**config.mk**
```make
export PLATFORM = sky130hd
export DESIGN_NAME = ext_bus_ctrl
export DESIGN_NICKNAME = d
export VERILOG_FILES = /design/src/rtl/ext_bus_ctrl.sv
export SDC_FILE = /design/constraint.sdc
export NUM_CORES = 1
export LEC_CHECK = 0
export ABC_AREA = 1
export CAP_MARGIN = 15
export CORE_MARGIN = 2
export CORE_UTILIZATION = 38
export CTS_BUF_LIST = sky130_fd_sc_hd__clkbuf_2
export DETAILED_ROUTE_END_ITERATION = 8
export SYNTH_ARGS = -nofsm -noshare
export SYNTH_HDL_FRONTEND = slang
export SYNTH_SLANG_ARGS = --single-unit
```
**constraint.sdc**
```tcl
create_clock -name clk -period 6.9 [get_ports clk]
set_input_delay 1.035 -clock clk [delete_from_list [all_inputs] [get_ports clk]]
set_output_delay 1.035 -clock clk [all_outputs]
set_load 0.02 [all_outputs]
```
**src/rtl/ext_bus_ctrl.sv**
```systemverilog
// External multiplexed address/data bus controller: one request becomes ALE, data and turnaround beats.
// Latency: n_beats*(ALE_PHASES+1+WAIT_STATES+1)+1 cycles from acceptance to the ready pulse; all outputs registered.
// Backpressure: valid is only accepted in IDLE; requests presented while busy (including DONE) are not taken.
module ext_bus_ctrl #(
  parameter int BUS_WIDTH   = 16,
  parameter int DATA_WIDTH  = 32,
  parameter int ADDR_WIDTH  = 32,
  parameter int ALE_PHASES  = 2,
  parameter int WAIT_STATES = 1
) (
  input  logic                    clk,
  input  logic                    reset,
  input  logic                    valid,
  output logic                    ready,
  input  logic                    rw,
  input  logic [ADDR_WIDTH-1:0]   addr,
  input  logic [DATA_WIDTH/8-1:0] be,
  input  logic [DATA_WIDTH-1:0]   dtw,
  output logic [DATA_WIDTH-1:0]   dtr,
  output logic                    busy,
  input  logic [BUS_WIDTH-1:0]    din,
  output logic [BUS_WIDTH-1:0]    dout,
  output logic                    isout,
  output logic [ALE_PHASES-1:0]   ale,
  output logic                    oe,
  output logic                    we,
  output logic                    bhe,
  output logic                    ble
);

  localparam int BL    = BUS_WIDTH / 8;
  localparam int BEATS = DATA_WIDTH / BUS_WIDTH;
  localparam int NBE   = DATA_WIDTH / 8;
  localparam int BTW   = (BEATS > 1) ? $clog2(BEATS) : 1;
  localparam int CW    = $clog2(ALE_PHASES + WAIT_STATES + 2);
  localparam int AEW   = ALE_PHASES * BUS_WIDTH;

  typedef enum logic [2:0] {S_IDLE, S_ADDR, S_DATA, S_HOLD, S_DONE} state_t;

  state_t                state_q, state_d;
  logic [BTW-1:0]        beat_q, beat_d;
  logic [CW-1:0]         cnt_q, cnt_d;
  logic [ADDR_WIDTH-1:0] addr_q, addr_d;
  logic [NBE-1:0]        be_q, be_d;
  logic [DATA_WIDTH-1:0] dtw_q, dtw_d;
  logic                  rw_q, rw_d;
  logic [DATA_WIDTH-1:0] dtr_q, dtr_d;
  int                    nb;

  logic                  ready_q, ready_d, busy_q, busy_d, isout_q, isout_d;
  logic                  oe_q, oe_d, we_q, we_d, bhe_q, bhe_d, ble_q, ble_d;
  logic [ALE_PHASES-1:0] ale_q, ale_d;
  logic [BUS_WIDTH-1:0]  dout_q, dout_d;

  logic [1:0]            lanes;
  logic [BUS_WIDTH-1:0]  bdat;
  logic [ADDR_WIDTH-1:0] beat_addr;
  logic [AEW-1:0]        addr_ext;

  // Lowest beat index >= start whose byte lanes are not all disabled; -1 if none remain.
  function automatic int next_beat(input logic [NBE-1:0] bev, input int start);
    int r;
    r = -1;
    for (int b = BEATS - 1; b >= 0; b--) begin
      if (b >= start && (|bev[b*BL +: BL])) r = b;
    end
    return r;
  endfunction

  // Next-state: walk ADDR phases, DATA wait cycles and HOLD per beat, skipping empty beats.
  always_comb begin
    state_d = state_q;
    beat_d  = beat_q;
    cnt_d   = cnt_q;
    addr_d  = addr_q;
    be_d    = be_q;
    dtw_d   = dtw_q;
    rw_d    = rw_q;
    dtr_d   = dtr_q;
    nb      = -1;
    unique case (state_q)
      S_IDLE: begin
        if (valid) begin
          addr_d = addr;
          be_d   = be;
          dtw_d  = dtw;
          rw_d   = rw;
          dtr_d  = '0;
          nb     = next_beat(be, 0);
          cnt_d  = '0;
          if (nb >= 0) begin
            state_d = S_ADDR;
            beat_d  = BTW'(nb);
          end else begin
            state_d = S_DONE;
          end
        end
      end
      S_ADDR: begin
        if (cnt_q == CW'(ALE_PHASES - 1)) begin
          state_d = S_DATA;
          cnt_d   = '0;
        end else begin
          cnt_d = cnt_q + 1'b1;
        end
      end
      S_DATA: begin
        if (cnt_q == CW'(WAIT_STATES)) begin
          state_d = S_HOLD;
          cnt_d   = '0;
          // Read data is captured at the end of the final wait cycle; disabled lanes keep their cleared value.
          if (!rw_q) begin
            for (int b = 0; b < BEATS; b++) begin
              for (int l = 0; l < BL; l++) begin
                if (int'(beat_q) == b && be_q[b*BL + l]) dtr_d[(b*BL + l)*8 +: 8] = din[l*8 +: 8];
              end
            end
          end
        end else begin
          cnt_d = cnt_q + 1'b1;
        end
      end
      S_HOLD: begin
        nb = next_beat(be_q, int'(beat_q) + 1);
        if (nb >= 0) begin
          state_d = S_ADDR;
          beat_d  = BTW'(nb);
        end else begin
          state_d = S_DONE;
        end
      end
      S_DONE:  state_d = S_IDLE;
      default: state_d = S_IDLE;
    endcase
  end

  // Output decode from the next state, so every pad-facing signal comes straight from a flop.
  always_comb begin
    ready_d   = 1'b0;
    isout_d   = 1'b0;
    ale_d     = '0;
    oe_d      = 1'b0;
    we_d      = 1'b0;
    bhe_d     = 1'b0;
    ble_d     = 1'b0;
    dout_d    = '0;
    lanes     = '0;
    bdat      = '0;
    beat_addr = (addr_d & ~ADDR_WIDTH'(NBE - 1)) + ADDR_WIDTH'(int'(beat_d) * BL);
    addr_ext  = '0;
    addr_ext[ADDR_WIDTH-1:0] = beat_addr;
    for (int b = 0; b < BEATS; b++) begin
      if (int'(beat_d) == b) begin
        bdat = dtw_d[b*BUS_WIDTH +: BUS_WIDTH];
        for (int l = 0; l < BL; l++) lanes[l] = be_d[b*BL + l];
      end
    end
    case (state_d)
      S_ADDR: begin
        isout_d = 1'b1;
        for (int p = 0; p < ALE_PHASES; p++) begin
          if (int'(cnt_d) == p) begin
            ale_d[p] = 1'b1;
            dout_d   = addr_ext[p*BUS_WIDTH +: BUS_WIDTH];
          end
        end
      end
      S_DATA: begin
        ble_d = lanes[0];
        bhe_d = lanes[1];
        if (rw_d) begin
          we_d    = 1'b1;
          isout_d = 1'b1;
          dout_d  = bdat;
        end else begin
          oe_d = 1'b1;
        end
      end
      S_HOLD: begin
        // Writes keep driving the bus through turnaround so the device sees stable data after we falls.
        if (rw_d) begin
          isout_d = 1'b1;
          dout_d  = bdat;
        end
      end
      S_DONE:  ready_d = 1'b1;
      default: ;
    endcase
    busy_d = (state_d != S_IDLE);
  end

  // State, captured request and registered outputs; reset aborts any transfer in flight.
  always_ff @(posedge clk or posedge reset) begin
    if (reset) begin
      state_q <= S_IDLE;
      beat_q  <= '0;
      cnt_q   <= '0;
      addr_q  <= '0;
      be_q    <= '0;
      dtw_q   <= '0;
      rw_q    <= 1'b0;
      dtr_q   <= '0;
      ready_q <= 1'b0;
      busy_q  <= 1'b0;
      isout_q <= 1'b0;
      ale_q   <= '0;
      oe_q    <= 1'b0;
      we_q    <= 1'b0;
      bhe_q   <= 1'b0;
      ble_q   <= 1'b0;
      dout_q  <= '0;
    end else begin
      state_q <= state_d;
      beat_q  <= beat_d;
      cnt_q   <= cnt_d;
      addr_q  <= addr_d;
      be_q    <= be_d;
      dtw_q   <= dtw_d;
      rw_q    <= rw_d;
      dtr_q   <= dtr_d;
      ready_q <= ready_d;
      busy_q  <= busy_d;
      isout_q <= isout_d;
      ale_q   <= ale_d;
      oe_q    <= oe_d;
      we_q    <= we_d;
      bhe_q   <= bhe_d;
      ble_q   <= ble_d;
      dout_q  <= dout_d;
    end
  end

  assign ready = ready_q;
  assign busy  = busy_q;
  assign isout = isout_q;
  assign ale   = ale_q;
  assign oe    = oe_q;
  assign we    = we_q;
  assign bhe   = bhe_q;
  assign ble   = ble_q;
  assign dout  = dout_q;
  assign dtr   = dtr_q;

endmodule
```
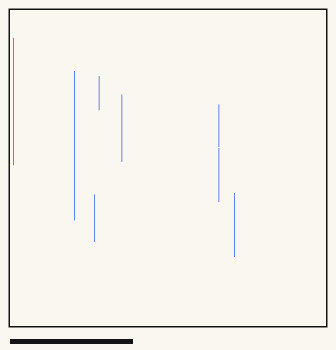
m4.png
Scale bar: 50 um.
wire length on this layer: 237 um
main direction: vertical
vias: 5228
final wirelength: 15900 um

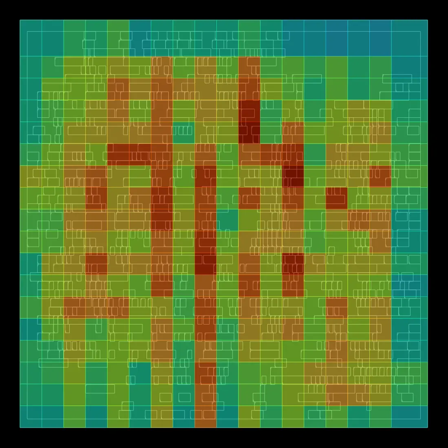
congestion_map.png
met1 GRT Util: 25.8%
GRT Total Usage: 19.9%

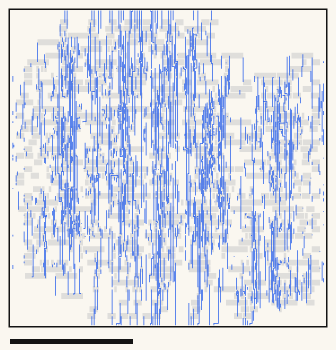
m2.png
Scale bar: 50 um.
longest straight run: 58.8 um
main direction: vertical
wire length on this layer: 7720 um
GR Util met2: 33.1%

==> impl_metrics.csv <==
group,metric,value,unit
run_status,status,"complete, no violations",
cts,cts.sinks,131,
drt,drtIter0Drc,394,
cts,hold_buffers,0,
placement,numPortBuffers,142,
floorplan,die_width,129,um
final_layout,areaGrowthSynthToFinish,29.9,%
final_timing,final-hold-violation-count,0,
drt,drcViolationCount,0,
final_timing,post-route-min-period,3.54,ns
placement,place_area,7420,um2
floorplan,std_cell_rows,45,
run,warnings,28,
worst_setup_path,startpoint_type,"input pin",
final_timing,max_freq,283,MHz
grt,grt_pass1_vias,5220,
final_timing,slew_headroom,34.7,%
yosys,ys_chip_area,5910,um2
grt,grt_pass1_wl,25600,um
yosys,synth_area,5910,um2
grt,grt_max_degree,78,
drt,dr.pass1.iters,5,
placement,place_hpwl,11000,um
cts,cts_tree,"built",
final_timing,period_used_share,51.2,%
worst_hold_path,hold_path.class,"flop to flop",
cts,htree_num_levels,4,
floorplan,fp_util,38.9,%
grt,antenna_found_initial,1,
final_timing,grt_setup_unrepaired,"false",
floorplan,dieHeight,129,um
run,max-cap-violations,0,
final_layout,finish.utilization,50.5,%
yosys,synth.top_cell.area_share,55.4,%
power,p_leak,3.90,nW
power,p_per_area,420,nW/um2
final_timing,finalSetupTns,0,ns
floorplan,die_area,16600,um2
cts,cts_buffers,17,
worst_setup_path,cp-end-kind,"flop",
drt,wl_per_cell,15.1,um
grt,grt-ovfl-total,0,
placement,place_congestion,0.797,
cts,cts_buffer_depth,2,
drt,via_per_inst,4.97,
layer usage:
layer | vias to the layer above | global-route usage, %
met5 | - | 0
li1 | 2539 | -
met4 | 0 | 6.39
met2 | 196 | 33.1
met3 | 16 | 4.78
met1 | 2477 | 25.8
kinds of logic after synthesis:
group           synth area share (%)
compound gates                  7.43
flops                           55.4
buf+inv                         9.54
xor+xnor                       0.148
simple gates                    27.4
worst max-delay path, stage by stage:
cell             delay (ns)
clkdlybuf4s50_1        0.56
nand3_4                0.59
inv_4                  0.79
o21ai_1                0.17
nand2_2                0.52
nor2_1                 0.12
nand2_1                0.22
a21oi_1                0.07
worst paths after layout:
check | slack (ns) | depth (start not counted) | from | to
worst max-delay path | 3.36 | 8 | valid | bhe
worst min-delay path | 0.50 | 2 | addr_q[20] | addr_q[20]
worst max register to register | 3.60 | 8 | state_q[2] | bhe
worst min register to register | 0.50 | 2 | addr_q[20] | addr_q[20]
max in group asynchronous | 4.68 | 3 | reset | dtw_q[15]
min in group asynchronous | 0.78 | 2 | reset | dtr[26]
synthesized netlist by cell type, drive strengths merged:
cell type	n
inv	107
or2	2
buf	24
nand3	71
nand2	225
nor3	1
nor2	36
nor4	1
a31oi	1
o21ai	73
dfrtp	131
clkbuf	7
nand4	31
a21oi	9
xor2	1
layout make-up:
class	count	area (um2)
antenna	1	2.50
clock buffer	18	90.1
clock inverter	13	166
fill	1486	7520
inverter	107	407
multi-input combinational	451	2070
sequential	131	3280
tap	188	235
timing repair buffer	143	1430
flip-flops by register name, summed over array words and instances, names as in the netlist:
register and count:
dtr 32, ble 1, oe 1, bhe 1, dout 16, we 1
isout 1, busy 1, be_q 4, state_q 3, dtw_q 32, cnt_q 3
ready 1, rw_q 1, addr_q 30, ale 2, beat_q 1
power by group:
part | switching (mW) | leakage (nW) | internal (mW)
logic | 0.985 | 2.11 | 0.524
clock network | 0.274 | 0.152 | 0.231
registers | 0.128 | 1.64 | 1.08
through the flow:
step / worst slack, ns / hold slack [ns] / instances
after detailed placement: 2.64 / 0.461 / 1020
after CTS: 3.41 / 0.501 / 1051
after global placement: 2.64 / 0.461 / 1020
final: 3.36 / 0.505 / 1052
after floorplan: 2.37 / 0.445 / 720
after global routing: 3.03 / 0.527 / 1052
layout by cell type (no fill, tap or decap), types with 5 or more instances in the layout:
cell type / synthesis / final
nand2_1: 222 / 222
clkdlybuf4s50_1: 0 / 142
dfrtp_1: 131 / 131
inv_1: 102 / 101
nand3_1: 69 / 69
o21ai_0: 59 / 59
nand4_1: 31 / 31
nor2_1: 28 / 28
clkbuf_2: 3 / 18
o21ai_1: 14 / 14
a21oi_1: 5 / 5
Power figures rest on the tool's default switching activity, not on a simulated workload.
